`config.mk`:
```
export PLATFORM = sky130hd
export DESIGN_NAME = prime_sweep_ctrl
export DESIGN_NICKNAME = d
export VERILOG_FILES = /design/src/rtl/prime_sweep_ctrl.sv
export SDC_FILE = /design/constraint.sdc
export NUM_CORES = 1
export LEC_CHECK = 0
export CORE_ASPECT_RATIO = 0.7
export CORE_MARGIN = 3
export CORE_UTILIZATION = 45
export DETAILED_ROUTE_END_ITERATION = 6
export PLACE_DENSITY_LB_ADDON = 0.3
export SKIP_CTS_REPAIR_TIMING = 1
export SLEW_MARGIN = 20
export SYNTH_ARGS = -nofsm -noshare
export SYNTH_HDL_FRONTEND = slang
export SYNTH_SLANG_ARGS = --single-unit
```
`constraint.sdc`:
```
create_clock -name clk -period 3.3 [get_ports clk]
set_input_delay 0.33 -clock clk [delete_from_list [all_inputs] [get_ports clk]]
set_output_delay 0.33 -clock clk [all_outputs]
set_load 0.02 [all_outputs]
```
`src/rtl/prime_sweep_ctrl.sv`:
```
// Sweeps 4-bit codes LO..HI by STEP through the external prime detector and collects the prime count.
// Optional per-code prime bitmap is built only when PRIME_SWEEP_MAP_EN is defined.
module prime_sweep_ctrl #(
    parameter int unsigned LO   = 0,
    parameter int unsigned HI   = 15,
    parameter int unsigned STEP = 1
) (
    input  logic        clk,
    input  logic        rst,
    input  logic        start,
    input  logic        hold,
    input  logic        f_in,
    output logic [3:0]  code_out,
    output logic        en_out,
    output logic        busy,
    output logic        done,
    output logic [4:0]  prime_cnt,
    output logic [3:0]  last_prime,
    output logic [15:0] prime_map,
    output logic [1:0]  state_dbg
);

    // Handshake: start is a level sampled only in IDLE; busy covers DRIVE/SAMPLE;
    // done is high for the single FIN cycle, after which results stay valid until the next start.
    typedef enum logic [1:0] {
        S_IDLE   = 2'd0,
        S_DRIVE  = 2'd1,
        S_SAMPLE = 2'd2,
        S_FIN    = 2'd3
    } state_t;

    localparam logic [3:0] LO4       = 4'(LO);
    localparam logic [4:0] HI5       = 5'(HI);
    localparam logic [4:0] STEP5     = 5'(STEP);
    localparam logic       EMPTY     = (LO > HI);

    state_t     state;
    state_t     state_nx;
    logic [4:0] next_code;
    logic       sweep_end;

    // Five-bit sum so a step past 15 ends the sweep instead of wrapping.
    assign next_code = {1'b0, code_out} + STEP5;
    assign sweep_end = next_code[4] || (next_code > HI5);

    always_ff @(posedge clk) begin
        if (rst) begin
            state <= S_IDLE;
        end else begin
            state <= state_nx;
        end
    end

    always_comb begin
        state_nx = state;
        en_out   = 1'b0;
        done     = 1'b0;
        case (state)
            S_IDLE: begin
                if (start) begin
                    state_nx = EMPTY ? S_FIN : S_DRIVE;
                end
            end
            S_DRIVE: begin
                en_out = 1'b1;
                if (!hold) begin
                    state_nx = S_SAMPLE;
                end
            end
            S_SAMPLE: begin
                en_out = 1'b1;
                if (!hold) begin
                    state_nx = sweep_end ? S_FIN : S_DRIVE;
                end
            end
            S_FIN: begin
                done     = 1'b1;
                state_nx = S_IDLE;
            end
            default: state_nx = S_IDLE;
        endcase
    end

    assign busy      = en_out;
    assign state_dbg = state;

    always_ff @(posedge clk) begin
        if (rst) begin
            code_out   <= LO4;
            prime_cnt  <= 5'd0;
            last_prime <= 4'd0;
        end else begin
            case (state)
                S_IDLE: begin
                    if (start) begin
                        code_out   <= LO4;
                        prime_cnt  <= 5'd0;
                        last_prime <= 4'd0;
                    end
                end
                S_SAMPLE: begin
                    if (!hold) begin
                        if (f_in) begin
                            prime_cnt  <= prime_cnt + 5'd1;
                            last_prime <= code_out;
                        end
                        if (!sweep_end) begin
                            code_out <= next_code[3:0];
                        end
                    end
                end
                default: ;
            endcase
        end
    end

`ifdef PRIME_SWEEP_MAP_EN
    logic [15:0] map_q;

    always_ff @(posedge clk) begin
        if (rst) begin
            map_q <= 16'h0000;
        end else if (state == S_IDLE && start) begin
            map_q <= 16'h0000;
        end else if (state == S_SAMPLE && !hold && f_in) begin
            map_q[code_out] <= 1'b1;
        end
    end

    assign prime_map = map_q;
`else
    assign prime_map = 16'h0000;
`endif

endmodule
```
Run 1, metal 2:
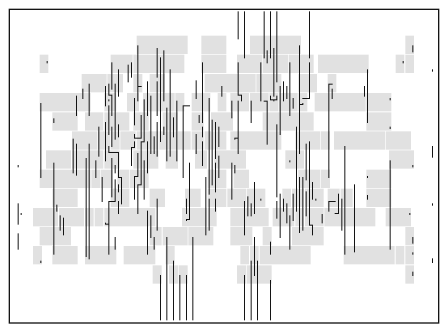
- share of all routed wire: 44%
- longest straight run: 16.3 um
- nets with wire on the layer: 118
- main direction: vertical
Routed WL: 1850 um
met2 usage in global routing: 0.217
Vias: 780

Run 1, drive-strength map:
The bar under the picture is 20 um long.
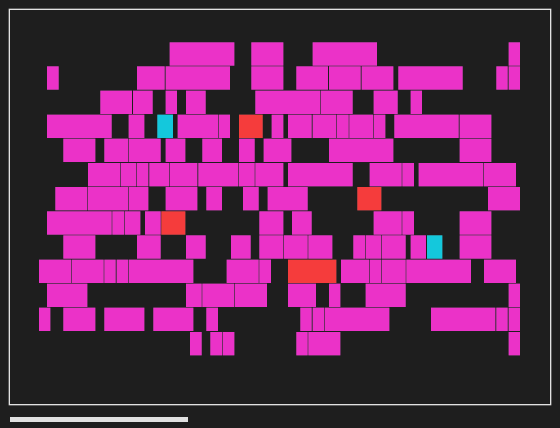
- _0 and _1 cells: magenta (cells 122)
- _3 and _4 cells: red (cells 4)
- _2 cells: cyan (cells 2)
cell area after layout: 1140 sq um
Area Overhead vs Synth: 20.2%
final worst slack: 1170 ps
Signal buffers: 22

==> results.toml, run 1 <==
# synthesis and place-and-route metrics
[worst_setup_path]
slowest_stage = "ha_1"
arrival_ps = 2350
cp-startpoint = "state_dbg[1]"
reg2reg_depth = 5
ff2ff_setup_slack_ps = 1170
critical_path_class = "register to register"
crit_chain = "ha_1 > mux2i_1 > a21o_4 > or4_1 > a21oi_1"
slowest_delay_ps = 490
r2r-end = "prime_cnt[4]"
r2r_start = "state_dbg[1]"
required_ps = 3530
path_delay_family = "adder cells"
end_kind = "register"
path_depth = 5
path_max_fanout = 16
critPathLaunchType = "register"

[placed_design]
hpwlAfterDp_um = 1420
gp_congestion = 0.756
dp_slack_ps = 1200
placed_cell_area_sq_um = 1110
io_buffers = 22
dp.cells = 146

[status]
status = "complete, no violations"

[route]
via_per_inst = 5.20
drt_iter0_drc = 17
drc = 0
dr.pass1.iters = 4
ant_nets = 0

[sta]
fmax_mhz = 470
skew_ps = 4.22
drv_slew = 0
hold_ws_ps = 493
rsz0062_at_grt = "false"
finalCritPeriodShare = 0.645
setup_violations = 0
fin_crit_ps = 2130
timing.setup.tns_ps = 0
hold_viol = 0

[clocking]
root_buffer = "clkbuf_4"
htree_levels = 1
clock_sinks = 15
cts_tree = "built"
clk_pin_slew_ps = 100
clk_latency_ps = 290
clockBufferDepth = 2

[synth]
yosysSeqAreaShare = 0.317
netlist_area_sq_um = 947
ys_sh_aoi = 0.196
simple_gate_share = 0.157
yosysWarningCount = 0
syn_inst = 107
synth.comb.largest_family = "AND-OR/OR-AND gates"
synth.avg_cell_area_sq_um = 8.85
edf_count = 0
yosys_register_bits = 15
synthXorXnorAreaFrac = 0.0185
yosys-stat-cells = 107
fa_ha_area_frac = 0.103
ys_top_cells_by_count = "17 x buf_4, 15 x dfxtp_1, 9 x nor2_1, 7 x ha_1, 5 x inv_1"
ys_types = 38
synth_top_cell_by_count = "buf_4"
netlist.area_leader.share = 0.317
ys.flop_type = "dfxtp_1"
ys_area_sq_um = 947
ys_sh_mux = 0.0317

[power]
clock_power_uw = 108
p_clk_frac = 0.194
seqPwrFrac = 0.367
p_seq_uw = 204
p_per_area_nw_per_um2 = 488
pg_comb_uw = 243
maxPowerGroup = "combinational logic"
p_int_uw = 335
p_leak_nw = 0.433
power.share.switching = 0.396
p_total_uw = 555
p_switching_uw = 220

[finish]
nNonClkInverters = 6
stdcell_count = 150
top_area_cell_class = "logic gates"
antenna_cells = 0
nonClkBufAreaFrac = 0.193
flop_area_sq_um = 300
logic_gates = 81
flops = 15
num-clock-buffers = 3
fillCellCount = 166
seq_share = 0.264
final_nets = 141
combGateArea_sq_um = 539
clock_area_frac = 0.0242
layout_top_cells = "22 x clkdlybuf4s50_1, 16 x conb_1, 15 x dfxtp_1, 9 x nor2_1, 7 x ha_1"
sh_comb_area = 0.474

[die]
die_x_um = 60.8
n_tap_cell = 22
io_pins = 39
fp_util = 0.493
core-area_sq_um = 1920
rows = 13

[global_route]
grt_pass1_wl_um = 3020
grt_max_degree = 17
grt_pass1_vias = 666
gr-total-overflow = 0
antenna_found_initial = 0

[hold_path]
holdCritStartpoint = "prime_cnt[4]"
worstHoldPathCells = 2

[flow_run]
cap_violations = 0
tool_warnings = 30
Run 1, metal layers overlaid:
Two of the layers only.
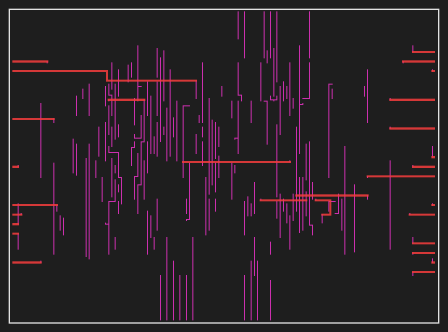
- metal 2: magenta (wire length 804 um)
- metal 3: red (wire length 139 um)
total global-route track usage: 0.148
Avg WL per Cell: 12.3 um

==> run 1: layer usage <==
metal | vias up | global-route usage | share of wire
met3 | 0 | 0.0525 | 0.075
met1 | 354 | 0.207 | 0.49
met5 | - | 0 | 0
li1 | 393 | - | -
met4 | 0 | 0.0390 | 0
met2 | 33 | 0.217 | 0.44
==> run 1: flip-flops by register name, summed over array words and instances (netlist names) <==
name	flops
state_dbg	2
last_prime	4
prime_cnt	5
code_out	4
==> run 1: worst reg2reg max path, stage by stage, from the launching register on <==
cell	delay (ps)
dfxtp_1	450
ha_1	490
mux2i_1	250
a21o_4	270
or4_1	460
a21oi_1	150
==> inputs of run 2 (changes only) <==
--- a/config.mk
+++ b/config.mk
@@ -7,7 +7,7 @@
 export LEC_CHECK = 0
 export CORE_ASPECT_RATIO = 0.7
 export CORE_MARGIN = 3
-export CORE_UTILIZATION = 45
+export CORE_UTILIZATION = 42
 export DETAILED_ROUTE_END_ITERATION = 6
 export PLACE_DENSITY_LB_ADDON = 0.3
 export SKIP_CTS_REPAIR_TIMING = 1
==> constraint.sdc (replaced) <==
create_clock -name clk -period 2.19 [get_ports clk]
set_input_delay 0.219 -clock clk [delete_from_list [all_inputs] [get_ports clk]]
set_output_delay 0.219 -clock clk [all_outputs]
set_load 0.02 [all_outputs]
==> run 2 against run 1 <==
Effect of this change:
- flip-flop count did not move
- clock power rose by 46%
- routed wire length rose by 5.5%
- first-iteration DRC count rose by 130%
- count of clock-buffer cells in the layout did not move
- maximum frequency rose by 7.5%
- sequential share of layout area fell by 0.84 points
- largest cell class unchanged
- total power rose by 52%
- global-route usage fell by 0.66 points
- area after synthesis did not move
==> results.toml, run 2 <==
# synthesis and place-and-route metrics
[hold_path]
hp-class = "register to register"
holdCritStartpoint = "prime_cnt[4]"
worstHoldPathCells = 2
min_to = "prime_cnt[4]"

[synth]
ys.flop_type = "dfxtp_1"
netlist_area_sq_um = 947
ys_types = 38
netlist.area_leader.share = 0.317
syn_inst = 107
yosysSeqAreaShare = 0.317
yosys-stat-cells = 107
ys_top_cells_by_count = "17 x buf_4, 15 x dfxtp_1, 9 x nor2_1, 7 x ha_1, 5 x inv_1"
edf_count = 0
ys_area_sq_um = 947
yosys_register_bits = 15
synth.avg_cell_area_sq_um = 8.85
yosysWarningCount = 0
topCellsByArea = "dfxtp_1 32%, buf_4 13%, ha_1 9.2%, nor2_1 3.6%, mux2i_1 3.2%"
synth_top_cell_by_count = "buf_4"

[sta]
fin_crit_ps = 1980
setup_violations = 0
fmax_mhz = 505
rsz0062_at_grt = "false"
hold_ws_ps = 483
skew_ps = 0.511
drv_slew = 0
timing.setup.tns_ps = 0
hold_viol = 0
finalCritPeriodShare = 0.904

[finish]
drive_gt1_frac = 0.0763
fillCellCount = 198
antenna_cells = 0
layout_top_cells = "22 x clkdlybuf4s50_1, 16 x conb_1, 15 x dfxtp_1, 9 x nor2_1, 7 x ha_1"
reg.largest.list = "prime_cnt x5, code_out x4, last_prime x4"
final_nets = 144
stdcell_area_sq_um = 1180
stdcell_count = 161
flop_area_sq_um = 300
largest_reg_flops = 5
top_register = "prime_cnt"
combGateArea_sq_um = 544

[power]
p_leak_nw = 0.450
p_per_area_nw_per_um2 = 719
comb_power_share = 0.447
p_clk_frac = 0.187
p_seq_uw = 309
p_total_uw = 845
p_int_uw = 515
power.share.switching = 0.391
maxPowerGroup = "combinational logic"
seqPwrFrac = 0.366
pg_comb_uw = 377
clock_power_uw = 158
p_switching_uw = 330

[status]
status = "complete, no violations"

[placed_design]
io_buffers = 22
gp_congestion = 0.714
placed_cell_area_sq_um = 1140
dp_slack_ps = 148
hpwlAfterDp_um = 1510
dp.cells = 157

[worst_setup_path]
end_kind = "register"
ff2ff_setup_slack_ps = 210
path_depth = 6
crit_chain = "inv_1 > ha_1 > nor3_2 > maj3_1 > a21o_1 > a2bb2o_1"
path_delay_family = "adder cells"
cp-startpoint = "code_out[0]"
critPathLaunchType = "register"
r2r-end = "code_out[2]"
critical_path_class = "register to register"
path_buffers = 1
r2r_start = "code_out[0]"
reg2reg_depth = 6
arrival_ps = 2160
slowest_delay_ps = 510
path_max_fanout = 9
slowest_stage = "dfxtp_1"
required_ps = 2370

[route]
drc = 0
dr.max_layer_used = "met4"
drt_iter0_drc = 39
dr_wl_met3_um = 154
via_per_inst = 4.99
ant_nets = 0
dr.pass1.iters = 4
met2_wirelength_um = 844
wl_per_cell_um = 12.1
met1_length_um = 944

[flow_run]
tool_warnings = 30
cap_violations = 0

[die]
core-area_sq_um = 1980
die_x_um = 62.8
fp_util = 0.477
io_pins = 39
dieHeight_um = 45.7
rows = 13

[clocking]
clockBufferDepth = 2
root_buffer = "clkbuf_4"
clock_sinks = 15
clk_pin_slew_ps = 90
cts_tree = "built"
clk_latency_ps = 280
htree_levels = 1

[global_route]
met1_usage = 0.183
antenna_found_initial = 0
grt_max_degree = 14
grtUsageMet2 = 0.218
gr-total-overflow = 0
grt_busiest_layer = "met2"
grt_pass1_vias = 735
grt_use_met3 = 0.0494
grt_use_total = 0.142
grt_pass1_wl_um = 3170
==> run 2: final cells by class <==
class                   instances  share of cell area
clock buffers                   3              0.0191
flip-flops and latches         15               0.255
clock inverters                 1             0.00426
repair buffers                 25               0.206
well taps                      30              0.0319
multi-input cells              81               0.463
inverters                       6              0.0202
==> run 2: cells by family after synthesis <==
group | Yosys count | synth area share
AND-OR/OR-AND | 25 | 0.196
adder cells (fa/ha/maj) | 8 | 0.103
other | 1 | 0.00396
flip-flops | 15 | 0.317
buffers and inverters | 26 | 0.173
AND/OR/NAND/NOR | 27 | 0.157
XOR/XNOR | 2 | 0.0185
multiplexers | 3 | 0.0317
==> run 2: worst register-to-register path, cell delays in order, from the launching register on <==
cell and delay [ps]:
dfxtp_1 510, inv_1 90, ha_1 340, nor3_2 240
maj3_1 250, a21o_1 170, a2bb2o_1 290
Run 2, metal 2:
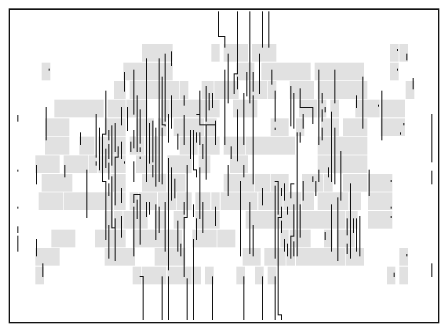
- wire length on this layer: 845 um
- longest straight run: 18.0 um
- main direction: vertical
- nets with wire on the layer: 123
- share of all routed wire: 43%
Vias: 804
Routed WL: 1950 um

Run 2, drive-strength map:
The bar under the picture is 20 um long.
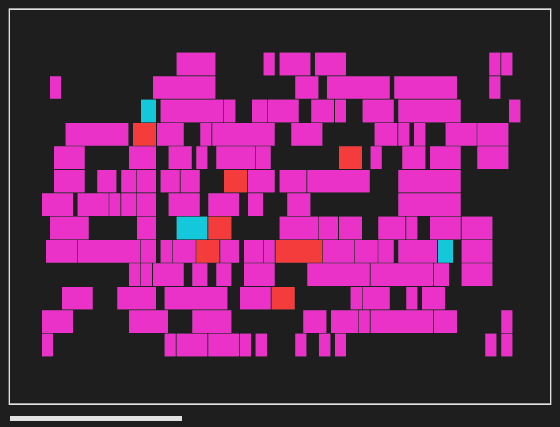
- _3 and _4 cells: red (cells 7)
- _0 and _1 cells: magenta (cells 121)
- _2 cells: cyan (cells 3)
Area Overhead vs Synth: 24.2%
final worst slack: 211 ps

Power is estimated from default activity; no workload was simulated.
